### Placement by cell class, run 1

The bar under the picture is 20 µm long. Fill, decap, tap and diode cells in grey.
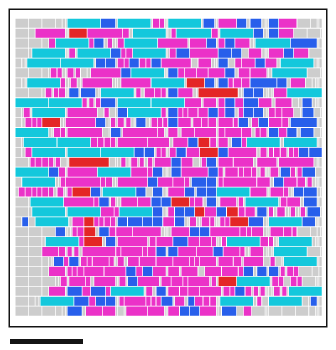
### Gate families picked out, run 1

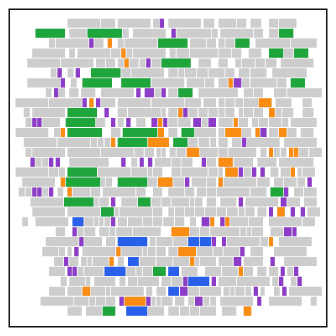
### Drive-strength map, run 1

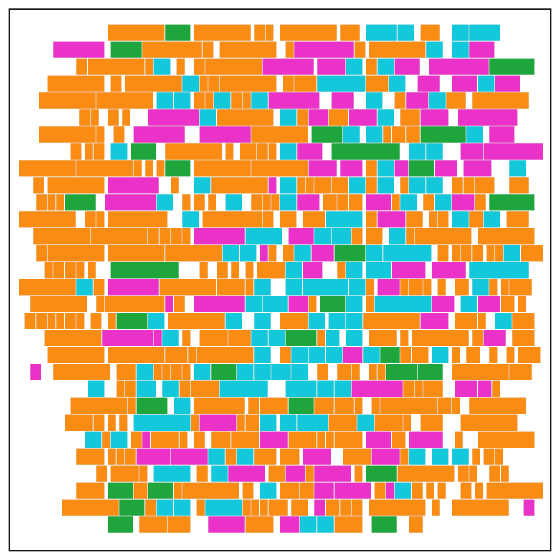
## src/rtl/proc_core_pkg.sv

```systemverilog
// Shared definitions for the parametrised bus processor: opcodes, FSM states
// and IR field placement as functions of the register-index width.
package proc_core_pkg;

  localparam logic [2:0] OP_MV   = 3'b000;
  localparam logic [2:0] OP_MVI  = 3'b001;
  localparam logic [2:0] OP_ADD  = 3'b010;
  localparam logic [2:0] OP_SUB  = 3'b011;
  localparam logic [2:0] OP_AND  = 3'b100;
  localparam logic [2:0] OP_OR   = 3'b101;
  localparam logic [2:0] OP_XOR  = 3'b110;
  localparam logic [2:0] OP_MVNZ = 3'b111;

  typedef enum logic [1:0] {T0, T1, T2, T3} state_e;

  function automatic int irWidth(input int rw);
    return 3 + 2 * rw;
  endfunction

  function automatic int opLsb(input int rw);
    return 2 * rw;
  endfunction

  function automatic int xLsb(input int rw);
    return rw;
  endfunction

endpackage

```

## src/rtl/proc_alu_n.sv

```systemverilog
// Combinational ALU: add/sub/and/or/xor, modulo 2^DATA_W, with a zero flag.
module proc_alu_n
  import proc_core_pkg::*;
#(
  parameter int DATA_W = 8
) (
  input  logic [2:0]        op_i,
  input  logic [DATA_W-1:0] a_i,
  input  logic [DATA_W-1:0] b_i,
  output logic [DATA_W-1:0] result_o,
  output logic              zero_o
);

  always_comb begin
    result_o = '0;
    case (op_i)
      OP_ADD:  result_o = a_i + b_i;
      OP_SUB:  result_o = a_i - b_i;
      OP_AND:  result_o = a_i & b_i;
      OP_OR:   result_o = a_i | b_i;
      OP_XOR:  result_o = a_i ^ b_i;
      default: result_o = '0;
    endcase
  end

  assign zero_o = (result_o == '0);

endmodule

```

## src/rtl/proc_core_n.sv

```systemverilog
// Multi-cycle bus processor: NREG general registers, A/G registers, one ALU
// and a single shared bus; one instruction per Run request, Done on completion.
module proc_core_n
  import proc_core_pkg::*;
#(
  parameter int DATA_W = 8,
  parameter int NREG   = 4
) (
  input  logic              Clk,
  input  logic              Resetn,
  input  logic              Run,
  input  logic [DATA_W-1:0] DIN,
  output logic [DATA_W-1:0] Bus,
  output logic              Done,
  output logic              Busy,
  output logic              Zflag
);

  localparam int RW   = $clog2(NREG);
  localparam int IR_W = irWidth(RW);

  if (IR_W > DATA_W) begin : gIrTooWide
    $error("proc_core_n: instruction width exceeds DATA_W");
  end
  if (NREG < 2 || (1 << RW) != NREG) begin : gBadNreg
    $error("proc_core_n: NREG must be a power of two and at least 2");
  end

  state_e              state_q, state_d;
  logic [IR_W-1:0]     ir_q;
  logic [DATA_W-1:0]   regs_q [NREG];
  logic [DATA_W-1:0]   a_q;
  logic [DATA_W-1:0]   g_q;
  logic                z_q;

  logic [2:0]          op;
  logic [RW-1:0]       rx;
  logic [RW-1:0]       ry;
  logic                irLoad;
  logic                regWr;
  logic                aLoad;
  logic                gLoad;
  logic [DATA_W-1:0]   aluResult;
  logic                aluZero;

  assign op = ir_q[opLsb(RW) +: 3];
  assign rx = ir_q[xLsb(RW) +: RW];
  assign ry = ir_q[RW-1:0];

  proc_alu_n #(.DATA_W(DATA_W)) uAlu (
    .op_i    (op),
    .a_i     (a_q),
    .b_i     (Bus),
    .result_o(aluResult),
    .zero_o  (aluZero)
  );

  // Every register write takes its data from the bus, so one mux serves all moves.
  always_comb begin
    state_d = state_q;
    Bus     = DIN;
    Done    = 1'b0;
    irLoad  = 1'b0;
    regWr   = 1'b0;
    aLoad   = 1'b0;
    gLoad   = 1'b0;
    case (state_q)
      T0: begin
        if (Run) begin
          irLoad  = 1'b1;
          state_d = T1;
        end
      end
      T1: begin
        case (op)
          OP_MV: begin
            Bus     = regs_q[ry];
            regWr   = 1'b1;
            Done    = 1'b1;
            state_d = T0;
          end
          OP_MVI: begin
            Bus     = DIN;
            regWr   = 1'b1;
            Done    = 1'b1;
            state_d = T0;
          end
          OP_MVNZ: begin
            Bus     = regs_q[ry];
            regWr   = ~z_q;
            Done    = 1'b1;
            state_d = T0;
          end
          default: begin
            Bus     = regs_q[rx];
            aLoad   = 1'b1;
            state_d = T2;
          end
        endcase
      end
      T2: begin
        Bus     = regs_q[ry];
        gLoad   = 1'b1;
        state_d = T3;
      end
      T3: begin
        Bus     = g_q;
        regWr   = 1'b1;
        Done    = 1'b1;
        state_d = T0;
      end
      default: state_d = T0;
    endcase
  end

  always_ff @(posedge Clk or negedge Resetn) begin
    if (!Resetn) begin
      state_q <= T0;
      ir_q    <= '0;
      regs_q  <= '{default: '0};
      a_q     <= '0;
      g_q     <= '0;
      z_q     <= 1'b0;
    end else begin
      state_q <= state_d;
      if (irLoad) ir_q <= DIN[IR_W-1:0];
      if (regWr)  regs_q[rx] <= Bus;
      if (aLoad)  a_q <= Bus;
      if (gLoad) begin
        g_q <= aluResult;
        z_q <= aluZero;
      end
    end
  end

  assign Busy  = (state_q != T0);
  assign Zflag = z_q;

endmodule

```

## config.mk

```make
export PLATFORM = sky130hd
export DESIGN_NAME = proc_core_n
export DESIGN_NICKNAME = d
export VERILOG_FILES = /design/src/rtl/proc_core_pkg.sv /design/src/rtl/proc_alu_n.sv /design/src/rtl/proc_core_n.sv
export SDC_FILE = /design/constraint.sdc
export NUM_CORES = 1
export LEC_CHECK = 0
export CORE_MARGIN = 1
export CORE_UTILIZATION = 57
export CTS_BUF_LIST = sky130_fd_sc_hd__clkbuf_8
export CTS_CLUSTER_DIAMETER = 150
export DETAILED_ROUTE_END_ITERATION = 16
export GPL_ROUTABILITY_DRIVEN = 1
export PLACE_DENSITY = 0.83
export SETUP_SLACK_MARGIN = 0.5
export SLEW_MARGIN = 10
export SYNTH_ARGS = -nofsm -noshare
export SYNTH_HDL_FRONTEND = slang
export SYNTH_SLANG_ARGS = --single-unit
export TNS_END_PERCENT = 50
```

## constraint.sdc

```tcl
create_clock -name Clk -period 3.6 [get_ports Clk]
set_input_delay 0.72 -clock Clk [delete_from_list [all_inputs] [get_ports Clk]]
set_output_delay 0.72 -clock Clk [all_outputs]
set_load 0.02 [all_outputs]
```

==> git commit body, run 1 <==
Add synthesis and place-and-route results

- Metal-1 WL: 5390 µm
- Setup crit start: ir_q[6]
- Worst Reg-to-Reg Cells: 18
- In this run, the synthesized area fraction spent on adder and majority cells is recorded as 7.85%.
- TritonCTS built the clock tree.
- The synthesized netlist devotes 2.48% of its cell area to XOR and XNOR gates.
* Share of flip-flops with an asynchronous set or reset after synthesis: 100%
* Post-detailed-route DRC marker count: 0
- The detailed router placed 4220 vias in this run.
- In the synthesized netlist the dominant register cell turns out to be dfrtp_1.
* Commonest non-fill, non-tap cells in the layout: 101 x buf_4, 65 x nand2_1, 54 x dfrtp_1
- Global placer's final weighted congestion: 0.995
- Logged for this run, the post-placement worst setup slack is -759 ps.
- Worst reg2reg path endpoint: Zflag
* Cell type with the largest total area: dfrtp_1
- Distinct lib cells: 59
- Most frequent cell after synthesis: nand2_1
* Post-route worst hold slack: 490 ps
- For this run, global-route usage on met3 was measured as 8.48%.
* Area share of the leading cell type in the synthesized netlist: 35.6%
- After detailed routing, the met2 layer carries 6610 µm of wire.
* Post-synth area from yosys stat: 4080 µm²
* Count of input and output buffers: 21
- STA lists the startpoint of the worst register-to-register path as ir_q[6].
- WHS Path Cells: 2
- The synthesis run shows the most used standard cells to be 66 x nand2_1, 58 x dfrtp_1, 54 x o21ai_0, 27 x nor2_1, 26 x a21oi_1.
- Detail Route Antenna Nets: 0
* Total standard cell area after synthesis: 4080 µm²
* Number of cell instances after yosys synthesis: 432
- Data required time of the critical path: 3850 ps
* Fin nets: 584
- For this design, the slowest cell found on the critical path is or4b_4.
- The report puts the hold buffer count at CTS at 0.
- Number of cells after detailed placement: 610
* Slack of the worst reg-to-reg path: -360 ps
- I/O pins: 22
- Number of H-tree levels: 3
* Most crowded layer after global routing: met2
- The synthesized netlist devotes 21.2% of its cell area to compound gates.
* Global routing met2 resource utilization: 57.1%
* Final slew viol count: 0
- HPWL after DPL: 8880 µm
* Number of warnings in the stage logs: 38
- The number of antenna violations at the first check in global routing came to 0.
- Looking at the setup timing report, the critical path kind is register to register.
* Total of fill cells in the finished design: 366
* Uppermost signal routing layer after detailed routing: met4
* Layout overhead on the synthesized area: 38.8%
- The wire length recorded after detailed routing is 14400 µm.
- Number of buffers and inverters on the critical path: 4
* Violations in the final reports: negative setup slack
* Maximum operating frequency: 253 MHz
- In the post-synthesis netlist, the biggest area contributors are dfrtp_1 36%, ha_1 7.4%, o21ai_0 6.6%.
- Aggregate global routing overflow: 0
- Clk pin slew, worst setup/hold paths: 80 ps
- Hold worst-path end: g_q[1]
- Per the slew report, the remaining headroom to the max-slew limit stands at 25.1%.
* Combinational cell area excluding buffers and inverters: 2660 µm²
* Diodes inserted: 0
* Largest net degree at the start of global routing: 47
- Per the CTS log, the root buffer master is clkbuf_8.
* Sequential Area: 1460 µm²
* Worst min-delay path startpoint: g_q[1]
* Met3 wire length: 1440 µm
- Wire length of the first global-routing pass: 20300 µm
- After floorplanning, the core was divided into 30 placement rows.
- Note that the worst hold path type here is register to register.
- Fraction of final layout cells with drive strength greater than 1: 41.6%
- Clock Latency Late Sink: 360 ps
* DRT Pass-1 Iters: 6
- The post-synth register bit count is 58.
* Stages on the worst setup path: 18
- In the synthesized netlist, the dominant kind of combinational cell is AND-OR/OR-AND gates.
- Per Yosys stat, the portion of area used by sequential elements is 35.6%.
* Synth mux share: 13.1%
- In this run the full chip footprint comes out at 7500 µm².
- Of all nets on the critical path, the largest fanout is 6.
* Number of vias per cell after detailed routing: 6.50
* Maximum Capacitance Violations: 0
- Once layout is complete, the cells apart from fillers number 649.
* Top Family by Delay on Critical Path: AND-OR/OR-AND gates
- After detailed routing, the average wire length per cell comes to 22.2 µm.
- Simple-gate area share of the yosys netlist: 14.0%
* Net Count, Synth: 468
* Y dimension of the die: 86.6 µm
- Summing all placed instances gives a cell area of 5000 µm².
- The flow ran to the end, but the final reports show violations.
* First-iteration detailed-routing DRC count: 473
* Setup crit end: Zflag
* Total setup buffers inserted after CTS: 13
* Grt met1 use: 47.1%
- Core utilization before placement: 59.4%
- Global routing used 37.1% of the available tracks across all layers.
- Listed in order, past its start point the critical path passes buf_6, or4b_4, a22oi_2, o22a_2, buf_6, inv_4, a211oi_4, buf_4, a21oi_2, xnor2_1, ha_1, o21ai_2, a21oi_2, o41ai_2, xnor3_1, xor2_1, nand2_1, a32o_1.
* Number of synthesized flops with an enable pin: 0
- Setup repair after global routing could not meet its margin everywhere.
- The number of gates resized after CTS was 55.
- Final setup slack of the worst path: -360 ps
- Post-route period utilization is reported as 110%.
* Critical path's largest stage delay: 510 ps
- Cells fill 82.5% of the core in the end.
* Layout Cell Area excl Fill: 5660 µm²
- The longest clock path from root to sink contains 2 buffers.
- From the final report, the count of setup violators was given as 3.
- Horizontal die dimension: 86.6 µm
* Clock skew after layout: 14.8 ps
- STA classifies the critical path endpoint as a register.
- Endpoints failing hold in the final report were tallied at 0.
- Final setup TNS: -816 ps
* Transition time at the pin with the least slew margin: 1120 ps
- According to the timing report, the arrival time at the worst endpoint equals 4210 ps.
* Synthesized instance count: 432
* Tally of yosys warning messages: 0
- Minimum period implied by the final worst setup slack: 3960 ps
- The via count of the first global-routing pass came to 3911.
- By instance count after routing, the leading logic cell type is buf_4.
- TritonCTS reports the number of clock sinks as 58.
* Mean cell area of the mapped netlist: 9.44 µm²
- The worst setup path is launched from a register.
- CTS added clock buffers totalling 9.
Back to the opening pictures, 'Placement by cell class':
Magenta is remaining logic cells, cells 346. Cyan is registers, cells 58. Red is clock drivers and dummy loads, cells 16. Blue is remaining buffers and delay cells, cells 133.
core area: 6870 µm²
sequential fraction of total cell area: 25.7%

Back to the opening pictures, 'Gate families picked out':
Purple is nand cells, cells 77, most used nand2_1, where spread over the die. Blue is xor and xnor cells, cells 10, where south. Orange is nor cells, cells 41, most used nor2_1. Green is mux cells, cells 29, most used mux4_2.

Back to the opening pictures, 'Drive-strength map':
Orange is x1 and smaller, cells 323. Magenta is x2, cells 78. Green is x6 and larger, cells 28. Cyan is x3 and x4, cells 124.

run 1: cells by family (layout without fill, tap and decap cells):
kind of cell / Yosys count / count (layout)
fa+ha+maj: 25 / 25
xor+xnor: 10 / 10
buf+inv: 53 / 174
flops: 58 / 58
compound gates: 130 / 130
mux: 29 / 29
simple gates: 127 / 127
run 1: flip-flops by register name, indices dropped and copies added (netlist names), named ones only:
signal	count
regs_q	32
a_q	8
g_q	8
ir_q	7
Zflag	1
state_q	1
run 1: area by class of cell:
type	count	share of cell area [%]
Clock buffer	9	2.19
Clock inverter	7	1.79
Inverter	25	1.70
Multi-Input combinational cell	321	47.0
Sequential cell	58	25.7
Tap cell	96	2.12
Timing Repair Buffer	133	19.5
### Metal 2, run 1

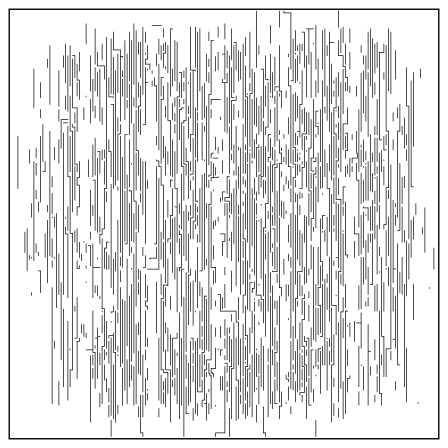

==> inputs of run 2 (changes only) <==
--- a/config.mk
+++ b/config.mk
@@ -5,13 +5,15 @@
 export SDC_FILE = /design/constraint.sdc
 export NUM_CORES = 1
 export LEC_CHECK = 0
+export CELL_PAD_IN_SITES_DETAIL_PLACEMENT = 0
+export CELL_PAD_IN_SITES_GLOBAL_PLACEMENT = 2
 export CORE_MARGIN = 1
-export CORE_UTILIZATION = 57
+export CORE_UTILIZATION = 36
 export CTS_BUF_LIST = sky130_fd_sc_hd__clkbuf_8
 export CTS_CLUSTER_DIAMETER = 150
 export DETAILED_ROUTE_END_ITERATION = 16
 export GPL_ROUTABILITY_DRIVEN = 1
-export PLACE_DENSITY = 0.83
+export PLACE_DENSITY = 0.82
 export SETUP_SLACK_MARGIN = 0.5
 export SLEW_MARGIN = 10
 export SYNTH_ARGS = -nofsm -noshare
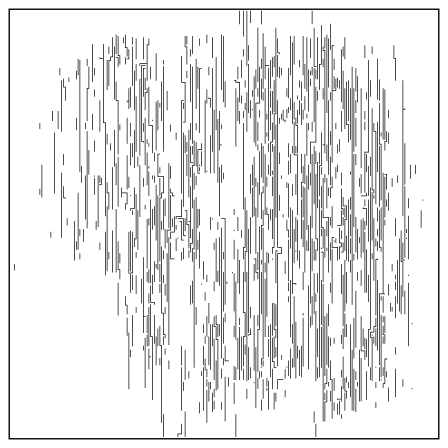
*Metal 2, run 2*
The wires run mostly vertical. 492 nets have wire on it.
global routing met2 resource utilization: 37.3%
routed wire length: 13000 µm
total via count in the routed design: 3821

==> run 2 against run 1 <==
Net effect: the run still ends with negative setup slack left; final cell count rose by 8.6%; clock skew fell by 2.9 ps; die size rose by 57%; flip-flop count did not move; critical path depth fell by 4; global-route usage fell by 13 points; setup slack improved by 240 ps; synthesized cell count did not move; critical path type unchanged; largest cell class unchanged; highest routed layer unchanged.
==> git commit body, run 2 <==
Add synthesis and place-and-route results

* Wire length of the first global-routing pass: 20900 µm (+2.6%)
- The clock sink count is 58 (unchanged).
- Per the GRT log, the top usage layer is met2.
- The final-layout fill cell count is 1026 (+180%).
* Distinct lib cells: 59 (unchanged)
* Layout overhead on the synthesized area: 41.3%
* Clock skew after layout: 11.8 ps (-2.94 ps)
- Ranking logic cells in the layout by count gives the top entries 115 x buf_4, 65 x nand2_1, 54 x dfrtp_1.
* Share of flip-flops with an asynchronous set or reset after synthesis: 100% (unchanged)
- The largest fanout on the critical path was 5 (-1).
- The setup slack of the critical path after layout came to -122 ps (+238 ps).
- Count of input and output buffers: 21 (unchanged)
- The gate count of the mapped netlist came to 432 (unchanged).
* Maximum Capacitance Violations: 0 (unchanged)
- Via count of the first global-routing pass: 3832 (-2.0%)
- Routed wire length on met2: 6030 µm (-8.7%)
* Number of vias per cell after detailed routing: 5.42 (-17%)
- Leading post-synthesis cells by cell area: dfrtp_1 36%, ha_1 7.4%, o21ai_0 6.6%
- Maximum operating frequency: 269 MHz (+6.4%)
- The critical path buffer and inverter count is 3 (-1).
- HPWL after DPL: 9380 µm (+5.7%)
- The slowest stage of the critical path belongs to the cell mux4_2.
- In the synthesized netlist, the cells that appear most often are 66 x nand2_1, 58 x dfrtp_1, 54 x o21ai_0, 27 x nor2_1, 26 x a21oi_1.
* Diodes inserted: 0 (unchanged)
- Grt met1 use: 32.6% (-15 points)
- The total cell area reported by yosys after synthesis came to 4080 µm² (unchanged).
* Core area: 10900 µm² (+59%)
* Element type at the critical path start: register
* Combinational cell area excluding buffers and inverters: 2630 µm² (-1.2%)
* Reg with most FFs: regs_q
* Antenna violations before repair: 0 (unchanged)
* Routed wirelength normalized by instance count: 18.5 µm (-17%)
* Sequential Area: 1460 µm² (unchanged)
* Worst Reg-to-Reg Cells: 14 (-4)
* Violations in the final reports: negative setup slack
* Setup repair after global routing missed its margin: true
- Fin nets: 596 (+2.1%)
* Global placer's final weighted congestion: 0.903 (-9.3%)
* Cell-by-cell trace of the critical path: buf_4, buf_6, mux4_2, o31ai_2, o22a_2, and2_4, buf_6, a31oi_4, xnor2_1, ha_2, or3_1, a32o_2, a2111oi_4, a32o_1
- The routed length on met3 was 697 µm (-51%).
- The average size of a mapped cell came to 9.44 µm² (unchanged).
* Final setup TNS: -135 ps (+681 ps)
* Final slew viol count: 0 (unchanged)
- The post-placement setup slack is -719 ps (+39.9 ps).
* Tally of yosys warning messages: 0 (unchanged)
* Largest registers: regs_q (32), a_q (8), g_q (8)
* DRT Pass-1 Iters: 5 (-1)
* Clk pin slew, worst setup/hold paths: 90 ps (about the same)
- Area share of the leading cell type in the synthesized netlist: 35.6% (unchanged)
* CTS tree: done
- Critical Setup Path Class: register to register
- Outcome: complete, but fails checks
- In this run the worst setup path begins at ir_q[2].
- Post-detailed-route DRC marker count: 0 (unchanged)
* Max reg flops: 32 (unchanged)
- Cell type with the largest total area: dfrtp_1
- The number of nets produced by synthesis is 468 (unchanged).
* Final Setup Violations: 2 (-1)
- Kind of end point of the critical path: register
* Flops & latches, synth: 58 (unchanged)
- Among cell families on the critical path, the largest total delay comes from AND-OR/OR-AND gates.
* Aggregate global routing overflow: 0 (unchanged)
* First-iteration detailed-routing DRC count: 238 (-50%)
- Critical path's largest stage delay: 540 ps (+30 ps)
* Number of H-tree levels: 3 (unchanged)
* Y dimension of the die: 108 µm (+25%)
* Clock root buffer master: clkbuf_8
- I/O pins: 22 (unchanged)
- The highest metal layer carrying signal wires in the routed design is met4.
* Most frequent cell after synthesis: nand2_1
- The final hold violation count was 0 (unchanged).
- The number of clock buffers inserted by TritonCTS came to 9 (unchanged).
- The final cycle utilization of the critical path was 103% (-6.6 points).
- The number of flops mapped to enable cells by yosys is 0 (unchanged).
* Number of cells after detailed placement: 661 (+8.4%)
- Fraction of final layout cells with drive strength greater than 1: 41.9% (+0.36 points)
* Worst min-delay path class: primary input to asynchronous set/reset pin
- Register share after synthesis: 35.6% (unchanged)
- Detail Route Antenna Nets: 0 (unchanged)
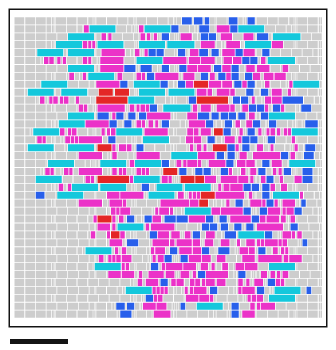
*Placement by cell class, run 2*
The bar under the picture is 20 µm long. Fill, decap, tap and diode cells in grey.
Cyan is registers, cells 58. Magenta is remaining logic cells, cells 346. Blue is remaining buffers and delay cells, cells 145. Red is clock drivers and dummy loads, cells 16.
Layout Cell Area excl Fill: 5760 µm²
Finished Core Util: 52.7%
sequential fraction of total cell area: 25.3%

==> run 2: cell families after synthesis <==
family	Yosys count	share of synthesized area, %
adder cells (fa/ha/maj)	25	7.85
buffers and inverters	53	5.83
AND-OR/OR-AND	130	21.2
multiplexers	29	13.1
AND/OR/NAND/NOR	127	14.0
flip-flops	58	35.6
XOR/XNOR	10	2.48
==> run 2: layout make-up <==
| class | instances | area share [%] |
|---|---|---|
| clock inverter | 7 | 2.17 |
| clock buffer | 9 | 2.15 |
| timing repair buffer | 145 | 20.1 |
| tap | 140 | 3.04 |
| multi-input combinational | 321 | 45.6 |
| inverter | 25 | 1.67 |
| sequential | 58 | 25.3 |
==> run 2: what timing repair did <==
action / CTS / global route
hold buffers: 0 / 0
setup buffers: 23 / 5
pin swaps: 36 / 13
setup endpoints to repair: 16 / 16
gates resized: 90 / 15
